Run 1, track usage over the die:
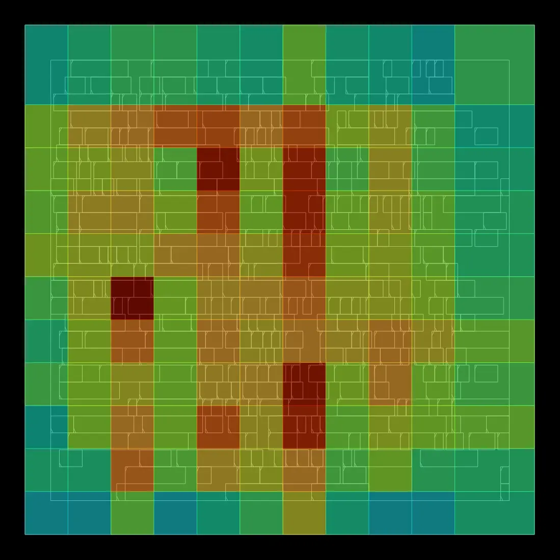
Run 1, where the registers sit:
Drawn at 3 px/um.
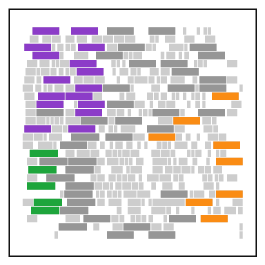
Run 1, met3 routing:
Drawn at 3 px/um.
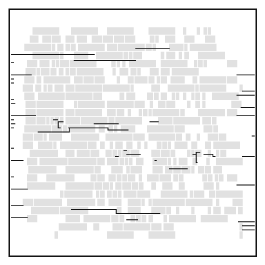
Run 1, clock network drawn from the DEF:
Drawn at 4 px/um.
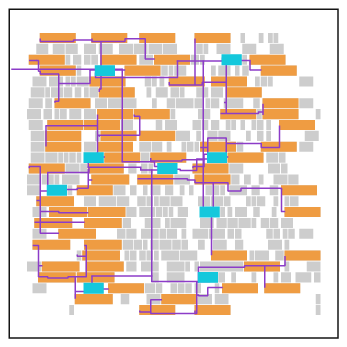
File: config.mk
export PLATFORM = sky130hd
export DESIGN_NAME = td50_tap_monitor_flat
export DESIGN_NICKNAME = d
export VERILOG_FILES = /design/src/rtl/td50_tap_monitor_if.sv /design/src/rtl/td50_tap_monitor.sv /design/src/flat_wrapper.sv
export SDC_FILE = /design/constraint.sdc
export NUM_CORES = 1
export LEC_CHECK = 0
export CAP_MARGIN = 20
export CORE_MARGIN = 4
export CORE_UTILIZATION = 57
export DETAILED_ROUTE_END_ITERATION = 10
export GPL_ROUTABILITY_DRIVEN = 1
export PLACE_DENSITY = 0.84
export SLEW_MARGIN = 40
export SYNTH_ARGS = -nofsm -noshare
export SYNTH_HDL_FRONTEND = slang
export SYNTH_SLANG_ARGS = --single-unit
File: constraint.sdc
create_clock -name clk -period 6.6 [get_ports clk]
set_input_delay 0.99 -clock clk [delete_from_list [all_inputs] [get_ports clk]]
set_output_delay 0.99 -clock clk [all_outputs]
set_load 0.005 [all_outputs]
File: src/rtl/td50_tap_monitor_if.sv
// td50_tap_monitor_if: launch/tap inputs and status outputs of the TD50 tap monitor
interface td50_tap_monitor_if #(
  parameter int CNT_W = 8
);
  logic             trig;
  logic [4:0]       tap_n;
  logic             clr_err;
  logic [2:0]       gap_sel;
  logic             busy;
  logic             done;
  logic [CNT_W-1:0] span;
  logic [15:0]      seq_count;
  logic [3:0]       err;
  logic [CNT_W-1:0] gap_out;
  modport master (output trig, tap_n, clr_err, gap_sel, input busy, done, span, seq_count, err, gap_out);
  modport slave (input trig, tap_n, clr_err, gap_sel, output busy, done, span, seq_count, err, gap_out);
endinterface

File: src/rtl/td50_tap_monitor.sv
// td50_tap_monitor: checks TD50 tap order/spacing, measures span, counts good sequences; TD_MON_GAPLOG_EN adds per-tap gap log
module td50_tap_monitor #(
  parameter int SYNC_STAGES = 2,
  parameter int CNT_W       = 8,
  parameter int MIN_GAP     = 1,
  parameter int MAX_GAP     = 4,
  parameter int TIMEOUT     = 16
) (
  input logic               clk,
  input logic               reset_n,
  td50_tap_monitor_if.slave bus
);
  typedef enum logic [1:0] {IDLE, WAIT, DONE, ERR} state_t;
  localparam logic [CNT_W-1:0] MIN_G = CNT_W'(MIN_GAP);
  localparam logic [CNT_W-1:0] MAX_G = CNT_W'(MAX_GAP);
  localparam logic [CNT_W-1:0] TMO   = CNT_W'(TIMEOUT);
  logic [SYNC_STAGES-1:0]      trig_sync_q;
  logic [SYNC_STAGES-1:0][4:0] tap_sync_q;
  logic                        trig_prev_q;
  logic [4:0]                  tap_prev_q;
  state_t                      state_q, state_d;
  logic [2:0]                  exp_q, exp_d;
  logic [CNT_W-1:0]            gap_q, gap_d, span_cnt_q, span_cnt_d, span_q;
  logic [15:0]                 seq_count_q;
  logic [3:0]                  err_q, err_set;
  logic                        trig_s, trig_rise, restart, accept;
  logic [4:0]                  tap_s, tap_fall, exp_oh;
  logic [CNT_W-1:0]            gap_inc, span_inc;
  assign trig_s    = trig_sync_q[SYNC_STAGES-1];
  assign tap_s     = tap_sync_q[SYNC_STAGES-1];
  assign trig_rise = trig_s & ~trig_prev_q;
  assign tap_fall  = ~tap_s & tap_prev_q;
  // sequence checker: gap is judged including the current cycle, so adjacent-cycle events measure 1
  always_comb begin
    exp_oh     = 5'b1 << exp_q;
    gap_inc    = &gap_q ? gap_q : gap_q + 1'b1;
    span_inc   = &span_cnt_q ? span_cnt_q : span_cnt_q + 1'b1;
    state_d    = state_q;
    exp_d      = exp_q;
    gap_d      = state_q == WAIT ? gap_inc : gap_q;
    span_cnt_d = state_q == WAIT ? span_inc : span_cnt_q;
    err_set    = '0;
    restart    = 1'b0;
    accept     = 1'b0;
    case (state_q)
      IDLE: if (trig_rise) begin
        state_d = WAIT;
        restart = 1'b1;
      end
      WAIT: if (trig_rise) begin
        err_set[3] = 1'b1;
        restart    = 1'b1;
      end else if (|(tap_fall & ~exp_oh)) begin
        err_set[0] = 1'b1;
        state_d    = ERR;
      end else if (|(tap_fall & exp_oh)) begin
        if (gap_inc < MIN_G) begin
          err_set[1] = 1'b1;
          state_d    = ERR;
        end else if (gap_inc > MAX_G) begin
          err_set[2] = 1'b1;
          state_d    = ERR;
        end else begin
          accept  = 1'b1;
          gap_d   = '0;
          exp_d   = exp_q + 3'd1;
          state_d = exp_q == 3'd4 ? DONE : WAIT;
        end
      end else if (gap_inc >= TMO) begin
        err_set[2] = 1'b1;
        state_d    = ERR;
      end
      DONE: state_d = IDLE;
      default: state_d = (&tap_s && !trig_s) ? IDLE : ERR;
    endcase
    if (restart) begin
      exp_d      = '0;
      gap_d      = '0;
      span_cnt_d = '0;
    end
  end
  // synchronizers, edge detect, FSM and status registers; a same-cycle error set beats clr_err
  always_ff @(posedge clk or negedge reset_n) begin
    if (!reset_n) begin
      trig_sync_q <= '0;
      tap_sync_q  <= '1;
      trig_prev_q <= 1'b0;
      tap_prev_q  <= '1;
      state_q     <= IDLE;
      exp_q       <= '0;
      gap_q       <= '0;
      span_cnt_q  <= '0;
      span_q      <= '0;
      seq_count_q <= '0;
      err_q       <= '0;
    end else begin
      trig_sync_q <= {trig_sync_q[SYNC_STAGES-2:0], bus.trig};
      tap_sync_q  <= {tap_sync_q[SYNC_STAGES-2:0], bus.tap_n};
      trig_prev_q <= trig_s;
      tap_prev_q  <= tap_s;
      state_q     <= state_d;
      exp_q       <= exp_d;
      gap_q       <= gap_d;
      span_cnt_q  <= span_cnt_d;
      span_q      <= state_q == DONE ? span_cnt_q : bus.clr_err ? '0 : span_q;
      seq_count_q <= seq_count_q + {15'd0, state_q == DONE};
      err_q       <= (bus.clr_err ? 4'd0 : err_q) | err_set;
    end
  end
  assign bus.busy      = state_q == WAIT;
  assign bus.done      = state_q == DONE;
  assign bus.span      = span_q;
  assign bus.seq_count = seq_count_q;
  assign bus.err       = err_q;
`ifdef TD_MON_GAPLOG_EN
  logic [4:0][CNT_W-1:0] gaplog_q;
  logic [CNT_W-1:0]      gap_out_q;
  // per-tap gap log of the current/last sequence, read back one cycle after gap_sel
  always_ff @(posedge clk or negedge reset_n) begin
    if (!reset_n) begin
      gaplog_q  <= '0;
      gap_out_q <= '0;
    end else begin
      if (restart) gaplog_q <= '0;
      else if (accept) gaplog_q[exp_q] <= gap_inc;
      gap_out_q <= bus.gap_sel < 3'd5 ? gaplog_q[bus.gap_sel] : '0;
    end
  end
  assign bus.gap_out = gap_out_q;
`else
  logic unused_gaplog;
  assign unused_gaplog = &{1'b0, bus.gap_sel, accept};
  assign bus.gap_out   = '0;
`endif
endmodule
File: src/flat_wrapper.sv
// flat-port wrapper written by rule: the top's interface ports become plain ports
module td50_tap_monitor_flat 
#(
  parameter int SYNC_STAGES = 2,
  parameter int CNT_W       = 8,
  parameter int MIN_GAP     = 1,
  parameter int MAX_GAP     = 4,
  parameter int TIMEOUT     = 16
)
  (clk, reset_n, bus_trig, bus_tap_n, bus_clr_err, bus_gap_sel, bus_busy, bus_done, bus_span, bus_seq_count, bus_err, bus_gap_out);
  td50_tap_monitor_if #(.CNT_W(CNT_W)) bus_i ();
  input logic clk;
  input logic reset_n;
  input wire logic [$bits(bus_i.trig)-1:0] bus_trig;
  input wire logic [$bits(bus_i.tap_n)-1:0] bus_tap_n;
  input wire logic [$bits(bus_i.clr_err)-1:0] bus_clr_err;
  input wire logic [$bits(bus_i.gap_sel)-1:0] bus_gap_sel;
  output wire logic [$bits(bus_i.busy)-1:0] bus_busy;
  output wire logic [$bits(bus_i.done)-1:0] bus_done;
  output wire logic [$bits(bus_i.span)-1:0] bus_span;
  output wire logic [$bits(bus_i.seq_count)-1:0] bus_seq_count;
  output wire logic [$bits(bus_i.err)-1:0] bus_err;
  output wire logic [$bits(bus_i.gap_out)-1:0] bus_gap_out;
  assign bus_i.trig = bus_trig;
  assign bus_i.tap_n = bus_tap_n;
  assign bus_i.clr_err = bus_clr_err;
  assign bus_i.gap_sel = bus_gap_sel;
  assign bus_busy = bus_i.busy;
  assign bus_done = bus_i.done;
  assign bus_span = bus_i.span;
  assign bus_seq_count = bus_i.seq_count;
  assign bus_err = bus_i.err;
  assign bus_gap_out = bus_i.gap_out;
  td50_tap_monitor #(.SYNC_STAGES(SYNC_STAGES), .CNT_W(CNT_W), .MIN_GAP(MIN_GAP), .MAX_GAP(MAX_GAP), .TIMEOUT(TIMEOUT)) u_core (.clk(clk), .reset_n(reset_n), .bus(bus_i));
endmodule
==> reports/metrics.csv, run 1 <==
stage,metric,value,unit
cts,path_clk_slew,0.07,ns
logic_synthesis,synth.ff_latch_count,67,
cells_and_area,flop_area,0.001695,mm^2
cts,cts_buffers,9,
hold_path,worstHoldPathType,reg2reg,
cells_and_area,fillers,406,
die,die_height,81.80,um
die,core-area,0.005205,mm^2
cts,clk_path_buf_depth,2,
cells_and_area,layout.cells.most_common_list,"dfrtp_1 (52), clkdlybuf4s50_1 (37), nand2_1 (34)",
cts,hold_buffers,0,
timing,rsz0062_at_grt,no,
logic_synthesis,ys_top_logic_family,simple AND/OR/NAND/NOR gates,
power,power_leader,sequential cells,
logic_synthesis,syn_area,0.003104,mm^2
timing,fin_crit,2.723,ns
cts,clock_latency,0.35,ns
grt,grt_antenna_before_repair,0,
cts,cts_resized,0,
grt,grt_start_max_net_pins,68,
die,chipArea,0.006690,mm^2
power,p_comb_share,26.5,%
logic_synthesis,flop_cell,dfrtp_1,
cts,root_buffer,clkbuf_8,
cts,cts_sinks,67,
power,clk-power,0.000332,W
cells_and_area,final_common_cell,dfrtp_1,
power,pwr_density_cell,318.8,mW/mm^2
job,tool_warnings,32,
route,drt_iter0_markers,185,
timing,slew_headroom,58.87,%
route,drt-pass1-iter-count,4,
cts,cts_tree,yes,
grt,grt_overflow,0,
power,p_leak,1.608,nW
timing,slew_viol_final,0,
setup_path,critical_path.max_fanout,8,
logic_synthesis,yosys_warnings,0,
timing,fin_tns_setup,0,ns
power,p_int,0.0008055,W
logic_synthesis,synthCells,297,
timing,clock_skew,0.009389,ns
logic_synthesis,ys_cells,297,
cells_and_area,antenna_cells,0,
cells_and_area,area_growth,20.23,%
logic_synthesis,aoi_share,8.666,%
grt,grt_first_pass_wirelength,10120,um
place,dp_slack,3.921,ns
power,swShare,32.30,%
run_status,status,"finished, final reports clean",
power,p_comb,0.000315,W
logic_synthesis,async_reset_ff_share,100.0,%
route,via_per_inst,5.445,
logic_synthesis,synthDistinctLibCells,50,
timing,worst_slack,3.877,ns
setup_path,crit_arrival,2.93,ns
cts,cts_setup_buffers,0,
route,postRouteAntennaNets,0,
place,place_congestion,0.9077,
grt,grt_pass1_vias,2274,
setup_path,cp.required,6.81,ns
place,placed_cells,402,
power,ir_drop,0.0002242,V
power,pwr-share-clk,27.9,%
logic_synthesis,simple_gate_share,20.84,%
die,pin_count,50,
timing,max_freq,367.2,MHz
cts,htree_levels,3,
die,placementRows,26,
timing,tightest_slew,0.6150,ns
timing,hold_violations,0,
logic_synthesis,yosys.area_share.xor_xnor,6.771,%
Back to the opening pictures, 'track usage over the die':
met3 usage: 5.154%
drt wl/cell: 14.08 um
all-layer global routing usage: 20.10%
Final Core Density: 71.71%

Back to the opening pictures, 'where the registers sit':
[purple] u_core.bus.seq_count | placed flops: 16
[orange] u_core.gap_q | placed flops: 8
[green] u_core.tap_sync_q | placed flops: 5 | where: bottom left

Back to the opening pictures, 'met3 routing':
main direction: horizontal
nets with wire on the layer: 38
share of all routed wire: 4.3%
longest straight run: 27.6 um
wire length on this layer: 255 um
via count: 2,276
final wirelength: 5886 um

Back to the opening pictures, 'clock network drawn from the DEF':
[cyan] cells driving clock nets | count: 9
[orange] flip-flops | count: 67
[purple] clock wires | length: 771 um
routed clock nets: 10

run 1: flip-flops by register name (all words and copies together) (netlist names), 2 cells and up:
| signal | flops |
|---|---|
| u_core.bus.err | 4 |
| u_core.exp_q | 3 |
| u_core.bus.seq_count | 16 |
| u_core.span_cnt_q | 8 |
| u_core.trig_sync_q | 2 |
| u_core.tap_s | 5 |
| u_core.bus.span | 8 |
| u_core.state_q | 2 |
| u_core.gap_q | 8 |
| u_core.tap_sync_q | 5 |
| u_core.tap_prev_q | 5 |
run 1: critical path, cell delays in order (launching register included):
cell and delay [ns]:
dfrtp_1 0.50, ha_1 0.28, nand3_1 0.16, o32ai_1 0.61
mux2_2 0.46, nor2_1 0.43, a21oi_1 0.14
run 1: metal layers:
layer | part of all wire, % | GRT usage [%]
met2 | 48 | 31.99
met1 | 46 | 26.34
met3 | 4.3 | 5.154
met5 | 0 | 0
met4 | 1.5 | 7.973
run 1: Yosys cell counts (2+ instances only):
library cell / instances / area share (%)
inv_1: 9 / 1.1
xor2_1: 11 / 3.1
o21ai_0: 19 / 3.1
a21oi_1: 8 / 1.3
nor3_1: 7 / 1.1
nand2_1: 34 / 4.1
o211ai_1: 2 / 0.48
clkbuf_1: 2 / 0.24
o31ai_1: 2 / 0.48
xnor2_1: 13 / 3.7
nor2_1: 27 / 3.3
and2_1: 4 / 0.81
nor2b_1: 6 / 1.2
and3_1: 4 / 0.81
dfstp_2: 15 / 13
ha_1: 9 / 3.6
mux2_2: 2 / 0.73
or2_2: 2 / 0.40
dfrtp_1: 52 / 42
o21a_1: 2 / 0.48
buf_4: 9 / 2.2
nand4_1: 8 / 1.6
nor3b_1: 2 / 0.48
nand2b_1: 3 / 0.60
nand3_1: 15 / 2.4
nor4_1: 2 / 0.40
nand3b_1: 2 / 0.48
a32o_1: 2 / 0.64
mux2i_1: 3 / 0.97
run 1: through the flow:
step | util, % | instance area, um^2 | hold slack (ns) | total power, W
finish | 71.71 | 3732 | 0.3506 | 0.001190
global route | 71.71 | 3732 | 0.3544 | 0.001271
CTS | 71.54 | 3724 | 0.3523 | 0.001196
detailed placement | 67.79 | 3528 | 0.3468 | 0.0008615
global placement | 67.79 | 3528 | 0.3356 | 0.0008460
floorplan | - | 3131 | 0.3312 | 0.0007274
run 1: final timing paths:
check,slack [ns],endpoint,cells past startpoint,from
min in group asynchronous,0.71,u_core.gap_q[6],2,reset_n
min reg2reg,0.35,u_core.tap_s[4],0,u_core.tap_sync_q[4]
min,0.35,u_core.tap_s[4],0,u_core.tap_sync_q[4]
max reg2reg,3.88,u_core.state_q[0],6,u_core.gap_q[0]
max in group asynchronous,5.47,u_core.tap_sync_q[1],2,reset_n
max,3.88,u_core.state_q[0],6,u_core.gap_q[0]
run 1: cell type report:
| class | instances | share of cell area [%] |
|---|---|---|
| multi-input combinational | 216 | 35.53 |
| timing repair buffer | 40 | 10.56 |
| sequential | 67 | 45.42 |
| clock inverter | 4 | 1.341 |
| tap | 70 | 2.347 |
| inverter | 9 | 0.9051 |
| clock buffer | 12 | 3.889 |
==> run 1 -> run 2 <==
CORE_UTILIZATION = 53   (was 57)
PLACE_DENSITY = 0.79   (was 0.84)
clock period = 2.7 ns   (was 6.6 ns; I/O delays follow)
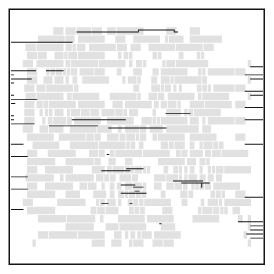
Run 2: met3 routing
Drawn at 3 px/um.
wire length on this layer: 308 um
longest straight run: 20.5 um

==> run 2 against run 1 <==
Effect of this change: setup slack lost 3.7 ns; sequential cell count did not move; fmax rose by 9.4%; non-clock buffer count increased by 2; total power went up to 2.6 times the previous value; sequential power increased by 140%; clock-buffer cell count shrank 1; cell count up 0.96%; register-to-register slack lost 3.7 ns.
==> reports/metrics.csv, run 2 <==
stage,metric,value,unit
setup_path,crit_arrival,2.73,ns
grt,grt_pass1_vias,2221,
grt,track_usage,18.43,%
cells_and_area,fillers,444,
die,fp_util,55.35,%
die,die_w,84.53,um
die,pin_count,50,
logic_synthesis,synth.top_cell.area_share,41.92,%
place,portBuffers,38,
timing,setup_viol,0,
power,pwr_density_cell,816.3,mW/mm^2
setup_path,critical_path.max_fanout,8,
logic_synthesis,synth_seq_share,54.62,%
timing,fin_crit_sh,92.20,%
place,dp_hpwl,4140,um
timing,slew_viol_final,0,
setup_path,slowest_delay,0.50,ns
route,wire_per_inst,14.03,um
route,via_per_inst,5.334,
timing,tightest_slew,0.6731,ns
cts,cts_tree,yes,
die,core-area,0.005608,mm^2
route,postRouteAntennaNets,0,
logic_synthesis,ys_cells,297,
cells_and_area,area_growth,22.41,%
cts,clk_path_buf_depth,2,
route,wl_met2,2711,um
timing,fin_crit,2.489,ns
timing,hold_violations,0,
power,p_leak,1.650,nW
setup_path,cp.required,2.95,ns
logic_synthesis,flop_cell,dfrtp_1,
grt,grt_overflow,0,
setup_path,start_kind,register,
cts,htree_levels,3,
cells_and_area,comb_area,0.001321,mm^2
cts,clock_latency,0.34,ns
cells_and_area,nets,366,
logic_synthesis,area_leaders,"dfrtp_1 (42%), dfstp_2 (13%), nand2_1 (4.1%)",
grt,grt_start_max_net_pins,39,
place,place_congestion,0.8711,
job,tool_warnings,32,
cts,cts_sinks,67,
setup_path,path_class,reg2reg,
logic_synthesis,synth.ff_latch_count,67,
setup_path,critical-path-slowest-cell,dfrtp_1,
grt,grt_first_pass_wirelength,10490,um
power,finalPower,0.003102,W
logic_synthesis,enable_flop_cells,0,
logic_synthesis,syn_area,0.003104,mm^2
cells_and_area,flop_area,0.001695,mm^2
cts,hold_buffers,0,
logic_synthesis,synth_area_per_cell,10.45,um^2
timing,clock_skew,0.004842,ns
route,vias,2251,
logic_synthesis,yosys_warnings,0,
logic_synthesis,yosysTopAreaCell,dfrtp_1,
cts,path_clk_slew,0.07,ns
run_status,status,"finished, final reports clean",
route,routed_wl,5921,um
cells_and_area,layout.cells.most_common_list,"dfrtp_1 (52), clkdlybuf4s50_1 (37), nand2_1 (34)",
job,max_cap_violations,0,
cts,cts_buffers,9,
timing,fin_tns_setup,0,ns
grt,grt_antenna_before_repair,0,
power,ir_drop,0.0006871,V
hold_path,worstHoldPathType,in2async,
logic_synthesis,yosys-stat-area,0.003104,mm^2
logic_synthesis,top_cell,dfrtp_1,
die,chipArea,0.007145,mm^2
logic_synthesis,synthDistinctLibCells,50,
cells_and_area,largest_reg_flops,16,
route,drt_iter0_markers,143,
logic_synthesis,yosys-top-cells-count,"dfrtp_1 (52), nand2_1 (34), nor2_1 (27)",
die,placementRows,27,
logic_synthesis,async_reset_ff_share,100.0,%
route,drt-pass1-iter-count,4,
timing,slew_headroom,55.13,%
cells_and_area,final_common_cell,dfrtp_1,
logic_synthesis,synthCells,297,
route,drcViolationCount,0,
cells_and_area,drive_gt1_share,13.14,%
die,die_height,84.53,um
timing,max_freq,401.7,MHz
timing,rsz0062_at_grt,no,
cts,cts_resized,0,
cells_and_area,antenna_cells,0,
cts,cts_setup_buffers,0,
setup_path,end_kind,register,
cts,root_buffer,clkbuf_8,
setup_path,path_cells,ha_1 -> nand4_1 -> or2_2 -> o31ai_1 -> mux2_2 -> nor2_1 -> nor3_1,
route,maxUsedRoutingLayer,met4,
route,wl_met1,2784,um
route,wl_met3,308,um
-- run 2: cells by family after synthesis --
group           after synthesis  share of synthesized area, %
simple gates                127                         20.84
flops                        67                         54.62
compound gates               43                         8.666
xor+xnor                     24                         6.771
buf+inv                      21                         3.668
fa+ha+maj                     9                         3.628
mux                           5                         1.693
other cells                   1                        0.1208
-- run 2: metal layers --
metal	vias to the layer above	track usage (%)
li1	1106	-
met4	0	8.489
met2	61	27.97
met3	11	5.201
met5	-	0
met1	1073	24.55
-- run 2: power by group --
part	leakage, nW	internal, W	total (W)	switching (W)
clock	0.123	0.000636	0.00100	0.000364
combinational	0.671	0.000378	0.000781	0.000403
sequential	0.856	0.00115	0.00132	0.000167
-- run 2: stage by stage --
step / cell area, um^2 / worst slack, ns / utilization, % / hold WS (ns) / std cells
after CTS: 3800 / 0.2327 / 67.76 / 0.1033 / 422
after global routing: 3800 / 0.0006595 / 67.76 / 0.1368 / 422
after floorplan: 3131 / 0.5014 / - / 0.1094 / 304
after detailed placement: 3558 / 0.2739 / 63.45 / 0.3378 / 406
after global placement: 3558 / 0.3530 / 63.45 / 0.3351 / 406
final: 3800 / 0.2107 / 67.76 / 0.09489 / 422
-- run 2: area by class of cell --
class	count	area share, %
inverters	9	0.8890
clock inverters	5	2.634
well taps	72	2.371
clock buffers	11	3.721
repair buffers	42	11.00
multi-input cells	216	34.77
flip-flops and latches	67	44.62
-- run 2: critical path: cells and delay by family (launching register included) --
kind	cells	cell delay (ns)
simple gates	4	0.96
mux	1	0.29
fa+ha+maj	1	0.28
flops	1	0.50
compound gates	1	0.37
-- run 2: path summary, 6_finish.rpt --
check | from | to | slack (ns) | cells after the start
worst max-delay path | u_core.gap_q[0] | u_core.gap_q[2] | 0.21 | 7
worst min-delay path | reset_n | u_core.gap_q[6] | 0.09 | 1
worst max register to register | u_core.gap_q[0] | u_core.gap_q[2] | 0.21 | 7
worst min register to register | u_core.trig_sync_q[0] | u_core.trig_sync_q[1] | 0.35 | 0
max in group asynchronous | reset_n | u_core.bus.span[5] | 1.98 | 2
min in group clk | u_core.trig_sync_q[0] | u_core.trig_sync_q[1] | 0.35 | 0
No activity file was given, so power comes from the tool's default toggle rates.
